==> run_1/layer_met3.png <==
Drawn at 2 px/um. Cells faint in the background.
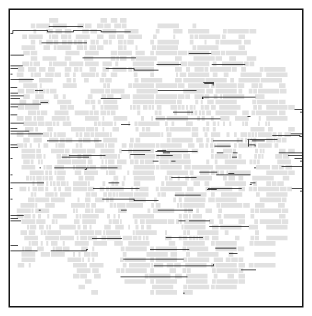
==> run_1/flops_by_reg.png <==
Drawn at 2 px/um. Other sequential cells in the stronger gray, the rest of the logic in the fainter gray.
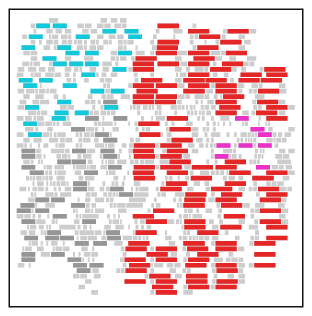
==> run_1/wires.png <==
Drawn at 2 px/um.
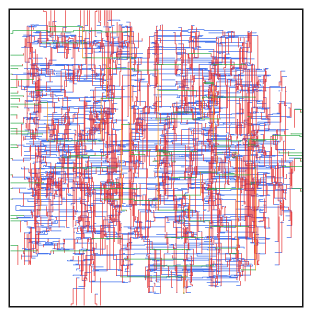
<file path="src/rtl/tm1638_pkg.sv">
// Shared types and constants for the TM1638 responder: frame states,
// command opcodes and data-command bit positions.
package tm1638_pkg;

  typedef enum logic [2:0] {
    ST_IDLE  = 3'd0,
    ST_CMD   = 3'd1,
    ST_WDATA = 3'd2,
    ST_RDATA = 3'd3,
    ST_SKIP  = 3'd4
  } state_t;

  localparam logic [1:0] OP_DATA = 2'b01;
  localparam logic [1:0] OP_DISP = 2'b10;
  localparam logic [1:0] OP_ADDR = 2'b11;

  localparam int DC_READ  = 1;
  localparam int DC_FIXED = 2;
  localparam int DC_TEST  = 3;

endpackage

</file>
<file path="src/rtl/tm1638_pin_sync.sv">
// Three-stage pin synchronizer with registered rise/fall pulses.
module tm1638_pin_sync (
  input  logic clk,
  input  logic rst,
  input  logic en,
  input  logic pin,
  output logic level,
  output logic rise,
  output logic fall
);

  logic s1, s2, s3;

  // Reset to 0 so a pin held low through reset never produces a fall;
  // it must be seen high first.
  always_ff @(posedge clk) begin
    if (rst) begin
      s1   <= 1'b0;
      s2   <= 1'b0;
      s3   <= 1'b0;
      rise <= 1'b0;
      fall <= 1'b0;
    end else if (en) begin
      s1   <= pin;
      s2   <= s1;
      s3   <= s2;
      rise <= s2 & ~s3;
      fall <= ~s2 & s3;
    end
  end

  assign level = s3;

endmodule

</file>
<file path="src/rtl/tm1638_resp.sv">
// TM1638 device-side responder: decodes STB/CLK/DIO frames, holds display
// RAM and control state, and shifts key-scan data out on read frames.
module tm1638_resp
  import tm1638_pkg::*;
#(
  parameter int C_RAM_DEPTH = 16
) (
  input  logic        CK_i,
  input  logic        RST_i,
  input  logic        EN_CK_i,
  input  logic        STB_i,
  input  logic        SCLK_i,
  input  logic        DIO_i,
  output logic        DIO_o,
  output logic        DIO_OE_o,
  input  logic [31:0] KEY_i,
  input  logic [3:0]  RAM_RD_ADR_i,
  output logic [7:0]  RAM_RD_DAT_o,
  output logic        DISP_ON_o,
  output logic [2:0]  BRIGHT_o,
  output logic        TEST_o,
  output logic        WR_STB_o,
  output logic [2:0]  DBG_STATE_o
);

  logic stb_lvl, stb_rise, stb_fall;
  logic sclk_lvl, sclk_rise, sclk_fall;
  logic dio_lvl, dio_rise, dio_fall;

  tm1638_pin_sync u_stb  (.clk(CK_i), .rst(RST_i), .en(EN_CK_i), .pin(STB_i),
                          .level(stb_lvl), .rise(stb_rise), .fall(stb_fall));
  tm1638_pin_sync u_sclk (.clk(CK_i), .rst(RST_i), .en(EN_CK_i), .pin(SCLK_i),
                          .level(sclk_lvl), .rise(sclk_rise), .fall(sclk_fall));
  tm1638_pin_sync u_dio  (.clk(CK_i), .rst(RST_i), .en(EN_CK_i), .pin(DIO_i),
                          .level(dio_lvl), .rise(dio_rise), .fall(dio_fall));

  logic unused_ok;
  assign unused_ok = ^{stb_lvl, sclk_lvl, dio_rise, dio_fall};

  state_t      state;
  logic [2:0]  bit_cnt;
  logic [6:0]  shreg;
  logic [3:0]  addr;
  logic        fixed;
  logic        rd_mode;
  logic [31:0] key_sh;
  logic [4:0]  key_idx;
  logic [7:0]  ram [C_RAM_DEPTH];

  logic [7:0] rx_byte;
  logic       byte_done;

  // Newest bit enters at the MSB, so after 8 bits the first bit is bit 0.
  assign rx_byte   = {dio_lvl, shreg};
  assign byte_done = sclk_rise && (bit_cnt == 3'd7) &&
                     ((state == ST_CMD) || (state == ST_WDATA));
  assign DBG_STATE_o = state;

  always_ff @(posedge CK_i) begin
    if (RST_i) begin
      state        <= ST_IDLE;
      bit_cnt      <= '0;
      shreg        <= '0;
      addr         <= '0;
      fixed        <= 1'b0;
      rd_mode      <= 1'b0;
      key_sh       <= '0;
      key_idx      <= '0;
      DIO_o        <= 1'b1;
      DIO_OE_o     <= 1'b0;
      DISP_ON_o    <= 1'b0;
      BRIGHT_o     <= '0;
      TEST_o       <= 1'b0;
      WR_STB_o     <= 1'b0;
      RAM_RD_DAT_o <= '0;
      for (int i = 0; i < C_RAM_DEPTH; i++) ram[i] <= '0;
    end else if (EN_CK_i) begin
      WR_STB_o     <= 1'b0;
      RAM_RD_DAT_o <= ram[RAM_RD_ADR_i];

      if (stb_fall) begin
        bit_cnt <= '0;
      end else if (sclk_rise && ((state == ST_CMD) || (state == ST_WDATA))) begin
        shreg   <= rx_byte[7:1];
        bit_cnt <= bit_cnt + 3'd1;
      end

      case (state)
        ST_IDLE: if (stb_fall) state <= ST_CMD;
        ST_CMD: begin
          if (byte_done) begin
            case (rx_byte[7:6])
              OP_DATA: begin
                fixed   <= rx_byte[DC_FIXED];
                TEST_o  <= rx_byte[DC_TEST];
                rd_mode <= rx_byte[DC_READ];
                if (rx_byte[DC_READ]) begin
                  key_sh  <= KEY_i;
                  key_idx <= '0;
                  state   <= ST_RDATA;
                end else begin
                  state <= ST_SKIP;
                end
              end
              OP_DISP: begin
                DISP_ON_o <= rx_byte[3];
                BRIGHT_o  <= rx_byte[2:0];
                state     <= ST_SKIP;
              end
              OP_ADDR: begin
                addr  <= rx_byte[3:0];
                state <= rd_mode ? ST_SKIP : ST_WDATA;
              end
              default: state <= ST_SKIP;
            endcase
          end
        end
        ST_WDATA: begin
          if (byte_done) begin
            ram[addr] <= rx_byte;
            WR_STB_o  <= 1'b1;
            if (!fixed) addr <= addr + 4'd1;
          end
        end
        ST_RDATA: begin
          // After bit 31 goes out, recapture so the next fall sends bit 0 again.
          if (sclk_fall) begin
            DIO_OE_o <= 1'b1;
            DIO_o    <= key_sh[0];
            if (key_idx == 5'd31) begin
              key_sh  <= KEY_i;
              key_idx <= '0;
            end else begin
              key_sh  <= {1'b0, key_sh[31:1]};
              key_idx <= key_idx + 5'd1;
            end
          end
        end
        default: ;
      endcase

      // Applied last so a byte finishing on the same cycle still completes.
      if (stb_rise) begin
        state    <= ST_IDLE;
        DIO_OE_o <= 1'b0;
        DIO_o    <= 1'b1;
      end
    end
  end

endmodule

</file>
<file path="config.mk">
export PLATFORM = sky130hd
export DESIGN_NAME = tm1638_resp
export DESIGN_NICKNAME = d
export VERILOG_FILES = /design/src/rtl/tm1638_pkg.sv /design/src/rtl/tm1638_pin_sync.sv /design/src/rtl/tm1638_resp.sv
export SDC_FILE = /design/constraint.sdc
export NUM_CORES = 1
export LEC_CHECK = 0
export CORE_AREA = 3 3 143 145
export CTS_BUF_LIST = sky130_fd_sc_hd__clkbuf_8
export DETAILED_ROUTE_END_ITERATION = 10
export DIE_AREA = 0 0 146 148
export HOLD_SLACK_MARGIN = 0.02
export PLACE_DENSITY_LB_ADDON = 0.15
export SLEW_MARGIN = 20
export SYNTH_ARGS = -nofsm -noshare
export SYNTH_HDL_FRONTEND = slang
export SYNTH_SLANG_ARGS = --single-unit
</file>
<file path="constraint.sdc">
create_clock -name CK_i -period 3.7 [get_ports CK_i]
set_clock_uncertainty 0.2 [all_clocks]
set_input_delay 0.74 -clock CK_i [delete_from_list [all_inputs] [get_ports CK_i]]
set_output_delay 0.74 -clock CK_i [all_outputs]
set_load 0.02 [all_outputs]
</file>
==> results.sh, run 1 <==
# physical design summary
export IMPL_outcome="complete, no violations"
export IMPL_ys_seq_share_pct=55.75
export IMPL_fin_setup_tns_ns=0
export IMPL_place_gp_congestion=0.8021
export IMPL_cts_buffers_inserted=37
export IMPL_drc_errors=0
export IMPL_clk_pin_slew_ns=0.06
export IMPL_yosys_warnings=0
export IMPL_hold_depth=2
export IMPL_rsz0062_at_grt="false"
export IMPL_synth_flops=213
export IMPL_cts_htree_levels=2
export IMPL_ctsRootBufferMaster="clkbuf_8"
export IMPL_firstDrtPassIters=4
export IMPL_logic_area_um2=4000
export IMPL_gr_total_overflow=0
export IMPL_inv_count=12
export IMPL_tap_cells=265
export IMPL_sh_comb_area_pct=35.14
export IMPL_nets=974
export IMPL_synth_top_flop_cell="edfxtp_1"
export IMPL_grt_max_degree=77
export IMPL_post_cts_setup_buffers=0
export IMPL_slew_headroom_pct=29.84
export IMPL_logic_gate_count=570
export IMPL_cts_resized=0
export IMPL_max_clock_path_buffers=3
export IMPL_rr_worst_depth=6
export IMPL_buffer_area_share_pct=7.254
export IMPL_core_um2=19330
export IMPL_rows=51
export IMPL_path_delay_family="buffers and inverters"
export IMPL_fill_cells=1632
export IMPL_top_cells_by_area="edfxtp_1, dfxtp_1, mux2i_1"
export IMPL_critPathLaunch="DBG_STATE_o[0]"
export IMPL_synthArstFlopShare_pct=0
export IMPL_die_area_um2=21610
export IMPL_cts_tree="done"
export IMPL_reg2reg_setup_slack_ns=0.93
export IMPL_die_w_um=146
export IMPL_finalHoldViolCount=0
export IMPL_crit_type="register to output port"
export IMPL_period_minus_slack_ns=2.791
export IMPL_post_place_ws_ns=0.8979
export IMPL_regToRegEndpoint="ram[10][0]"
export IMPL_avgRoutedWirePerCell_um=18.19
export IMPL_ys_area_um2=9947
export IMPL_slowest_delay_ns=0.70
export IMPL_min_to="u_sclk.fall"
export IMPL_grt_pass1_vias=6825
export IMPL_yosysCellCount=862
export IMPL_grt_usage_pct=20.42
export IMPL_slowest_stage="clkdlybuf4s50_1"
export IMPL_crit_arrival_ns=1.85
export IMPL_synth_top_cells_by_count="edfxtp_1, mux2i_1, and2_1, dfxtp_1, a21oi_1"
export IMPL_seq_area_share_pct=48.71
export IMPL_n_clock_buffer=39
export IMPL_r2r_start="bit_cnt[1]"
export IMPL_antenna_found_initial=0
export IMPL_top_cell="edfxtp_1"
export IMPL_fp_nets=912
export IMPL_clock_area_share_pct=5.594
export IMPL_synthDominantCellAreaShare_pct=38.64
export IMPL_fin_ws_ns=0.9087
export IMPL_yosysUniqueCellTypes=58
export IMPL_path_buffers=1
export IMPL_io_pins=61
export IMPL_warnings=29
export IMPL_cp_start_kind="register"
export IMPL_crit_fanout=14
export IMPL_worst_slew_pin_slew_ns=1.044
export IMPL_synthesis_area_um2=9947
export IMPL_area_delta_synth_final_pct=14.45
export IMPL_seqCellArea_um2=5545
export IMPL_fmax_mhz=358.3
export IMPL_initCoreUtil_pct=51.45
export IMPL_placed_area_um2=10750
export IMPL_total_power_w=0.004812
export IMPL_pwr_density_cell_nw_per_um2=422.7
export IMPL_cap_violations=0
export IMPL_avgSynthCellArea_um2=11.54
export IMPL_top_area_cell="edfxtp_1"
export IMPL_grt_pass1_wl_um=35540
export IMPL_critPathCapture="DBG_STATE_o[0]"
export IMPL_signal_buffers=90
export IMPL_worstSetupPathDepth=1
export IMPL_cts_hold_fix_buffers=0
export IMPL_post_drt_via_cell_ratio=5.519
export IMPL_setup_viol=0
export IMPL_clock_latency_ns=0.52
export IMPL_flop_count=213
Notes on layer_met3.png above:
- share of all routed wire: 5.1%
- wire length on this layer: 1120 um
- nets with wire on the layer: 76
- longest straight run: 33.1 um
- main direction: horizontal
WL final: 22040 um
Vias: 6689
met3 Usage GRT: 4.445%

Notes on flops_by_reg.png above:
- `ram`: red (sequential cells 128)
- `key_sh`: cyan (sequential cells 32; where top left)
- `RAM_RD_DAT_o`: magenta (sequential cells 8; where right middle)
- not colored: 45
final core occ: 58.88%
seq pwr: 0.00262 W

Notes on wires.png above:
- metal 1: blue (wire length 9870 um)
- metal 2: red (wire length 10500 um)
- metal 3: green (wire length 1120 um)
- metal 4: orange (wire length 515 um)

-- run 1: flip-flops by register name (all words and copies together), names as in the netlist, 3 cells and up --
| signal | count |
|---|---|
| DBG_STATE_o | 3 |
| RAM_RD_DAT_o | 8 |
| key_idx | 5 |
| key_sh | 32 |
| ram | 128 |
| BRIGHT_o | 3 |
| bit_cnt | 3 |
| addr | 4 |
| shreg | 7 |
-- run 1: layer usage --
metal | wire (um) | global-route usage (%) | up-vias
met5 | 0 | 0 | -
met1 | 9869 | 26.59 | 3218
met2 | 10540 | 34.36 | 162
li1 | - | - | 3268
met4 | 514 | 6.491 | 0
met3 | 1118 | 4.445 | 41
-- run 1: stage by stage --
step / std cells / hold slack [ns]
4_1_cts: 1212 / 0.2654
3_3_place_gp: 1150 / 0.2425
5_1_grt: 1212 / 0.2954
6_report: 1212 / 0.2642
3_5_place_dp: 1150 / 0.2527
2_1_floorplan: 862 / 0.2409
-- run 1: cell usage in the layout (no fill, tap or decap), types with 7 or more instances in the layout --
cell and count:
ha_1 8, clkdlybuf4s50_1 57, nand3_1 30, nand2_1 32, nor3_1 34, and2_1 97, nor2_1 52, inv_1 22
a22oi_1 26, nor2b_1 7, dfxtp_1 85, a21oi_1 60, buf_4 30, a211oi_1 23, o21ai_0 27, mux2i_1 118
a211oi_2 9, clkbuf_8 39, edfxtp_1 128
-- run 1: power breakdown --
part	internal [W]	switching, W
logic	0.000132	0.000172
clock network	0.000970	0.000914
registers	0.00259	0.0000321
-- run 1: cell families (layout without fill, tap and decap cells) --
family,after synthesis,after routing,synth area share (%)
buffers and inverters,79,164,4.038
adder cells (fa/ha/maj),8,8,1.006
flip-flops,213,213,55.75
multiplexers,118,118,11.87
XOR/XNOR,1,1,0.08807
AND/OR/NAND/NOR,283,283,16.59
AND-OR/OR-AND,160,160,10.65
==> run_1/clk_routes.png <==
Drawn at 2 px/um.
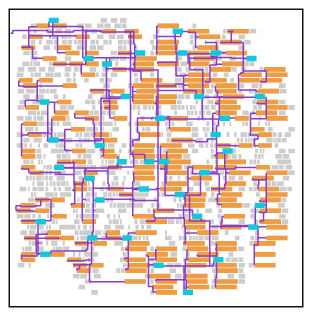

==> inputs of run 2 (changes only) <==
==> constraint.sdc (replaced) <==
create_clock -name CK_i -period 2.6 [get_ports CK_i]
set_clock_uncertainty 0.2 [all_clocks]
set_input_delay 0.52 -clock CK_i [delete_from_list [all_inputs] [get_ports CK_i]]
set_output_delay 0.52 -clock CK_i [all_outputs]
set_load 0.02 [all_outputs]
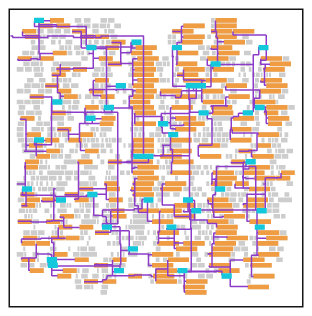
(run_2/clk_routes.png)
Drawn at 2 px/um.
- flip-flops: orange (count 213)
- clock drivers: cyan (count 38)
- clock wires: purple (length 2750 um)
- routed clock nets: 39
latest clock arrival within the worst-skew pair: 0.52 ns
clock-net power: 0.00330 W
Clock power frac: 44.2%

==> run 2 against run 1 <==
  * Via count up 1.3%
  * Area after synthesis did not move
  * Synthesized cell count unchanged
  * Combinational power up 43%
  * Critical endpoint is now key_sh[11]
  * Largest cell class unchanged
  * Largest power group unchanged
==> results.sh, run 2 <==
# physical design summary
export IMPL_nets=983
export IMPL_slowest_stage="o21bai_2"
export IMPL_busiest_layer="met2"
export IMPL_io_pins=61
export IMPL_seqCellArea_um2=5547
export IMPL_post_drt_via_cell_ratio=5.515
export IMPL_fin_ws_ns=0.1388
export IMPL_top_cells_by_area="edfxtp_1, dfxtp_1, mux2i_1"
export IMPL_cap_violations=0
export IMPL_total_power_w=0.007471
export IMPL_grt_max_degree=76
export IMPL_cts_tree="done"
export IMPL_place_gp_congestion=0.8244
export IMPL_finalNonFillerCells=1228
export IMPL_synth_flops=213
export IMPL_synthesis_area_um2=9947
export IMPL_outcome="complete, no violations"
export IMPL_crit_arrival_ns=2.69
export IMPL_avgSynthCellArea_um2=11.54
export IMPL_mostFrequentLayoutCell="edfxtp_1"
export IMPL_yosys_warnings=0
export IMPL_fmax_mhz=406.3
export IMPL_m1WireLength_um=9644
export IMPL_met3_length_um=1150
export IMPL_highest_layer="met5"
export IMPL_grt_usage_pct=20.67
export IMPL_warnings=30
export IMPL_path_delay_family="AND-OR/OR-AND gates"
export IMPL_rows=51
export IMPL_logic_area_um2=4013
export IMPL_num_vias=6773
export IMPL_ctsRootBufferMaster="clkbuf_8"
export IMPL_initCoreUtil_pct=51.45
export IMPL_synthArstFlopShare_pct=0
export IMPL_ys_area_um2=9947
export IMPL_place_inst=1157
export IMPL_antenna_found_initial=1
export IMPL_synthDominantCellAreaShare_pct=38.64
export IMPL_die_area_um2=21610
export IMPL_clk_pin_slew_ns=0.06
export IMPL_met2_wirelength_um=10930
export IMPL_cts_buffers_inserted=38
export IMPL_slew_headroom_pct=41.09
export IMPL_setup_viol=0
export IMPL_firstDrtPassIters=5
export IMPL_synth_top_cells_by_count="edfxtp_1, mux2i_1, and2_1, dfxtp_1, a21oi_1"
export IMPL_cp_start_kind="register"
export IMPL_fin_setup_tns_ns=0
export IMPL_largest_reg_flops=128
export IMPL_max_clock_path_buffers=3
export IMPL_cts_htree_levels=2
export IMPL_area_delta_synth_final_pct=17.21
export IMPL_wirelength_um=22320
export IMPL_top_regs="ram: 128 flops, key_sh: 32 flops, RAM_RD_DAT_o: 8 flops"
export IMPL_top_cell="edfxtp_1"
export IMPL_pwr_density_cell_nw_per_um2=640.8
export IMPL_worst_slew_pin_slew_ns=0.8824
export IMPL_placed_area_um2=10830
export IMPL_top_register="ram"
export IMPL_path_buffers=1
export IMPL_core_um2=19330
export IMPL_finalHoldViolCount=0
export IMPL_crit_type="register to register"
export IMPL_post_place_ws_ns=0.1645
export IMPL_cts_hold_fix_buffers=0
export IMPL_holdWs_ns=0.2615
==> run 2: what timing repair did <==
action                     in CTS  in global routing
setup endpoints to repair       0                 21
resized                         0                  2
hold endpoints to repair        0                  0
setup buffers                   0                  0
==> run 2: cell type report <==
cell class                      instances  share of cell area [%]
Sequential cell                       213                   47.57
Timing Repair Buffer                   97                   7.748
Inverter                               12                  0.3863
Clock buffer                           44                   5.194
Multi-Input combinational cell        571                   34.42
Tap cell                              265                   2.844
Clock inverter                         26                   1.835
==> run 2: cell families (layout without fill, tap and decap cells) <==
| family | count (synthesis) | after routing | share of synthesized area [%] |
|---|---|---|---|
| and+or+nand+nor | 283 | 283 | 16.59 |
| adders and majority gates | 8 | 8 | 1.006 |
| muxes | 118 | 118 | 11.87 |
| xor gates and xnor gates | 1 | 1 | 0.08807 |
| DFF | 213 | 213 | 55.75 |
| buffers and inverters | 79 | 179 | 4.038 |
| AOI/OAI and AO/OA | 160 | 161 | 10.65 |
==> run 2: where the power goes <==
| part | total, W | switching [W] | leakage [nW] | internal, W |
|---|---|---|---|---|
| Sequential | 0.00373 | 0.0000422 | 1.90 | 0.00369 |
| Clock | 0.00330 | 0.00136 | 0.455 | 0.00195 |
| Combinational | 0.000436 | 0.000244 | 1.97 | 0.000192 |
| Total | 0.00747 | 0.00164 | 4.33 | 0.00583 |
==> run 2: path summary, 6_finish.rpt <==
check                                      from              end  slack [ns]  depth (start not counted)
worst max-delay path                 bit_cnt[1]       key_sh[11]        0.14                          7
worst min-delay path            RAM_RD_DAT_o[2]  RAM_RD_DAT_o[2]        0.26                          2
worst max register to register       bit_cnt[1]       key_sh[11]        0.14                          7
worst min register to register  RAM_RD_DAT_o[2]  RAM_RD_DAT_o[2]        0.26                          2
Power and IR drop assume default switching activity.
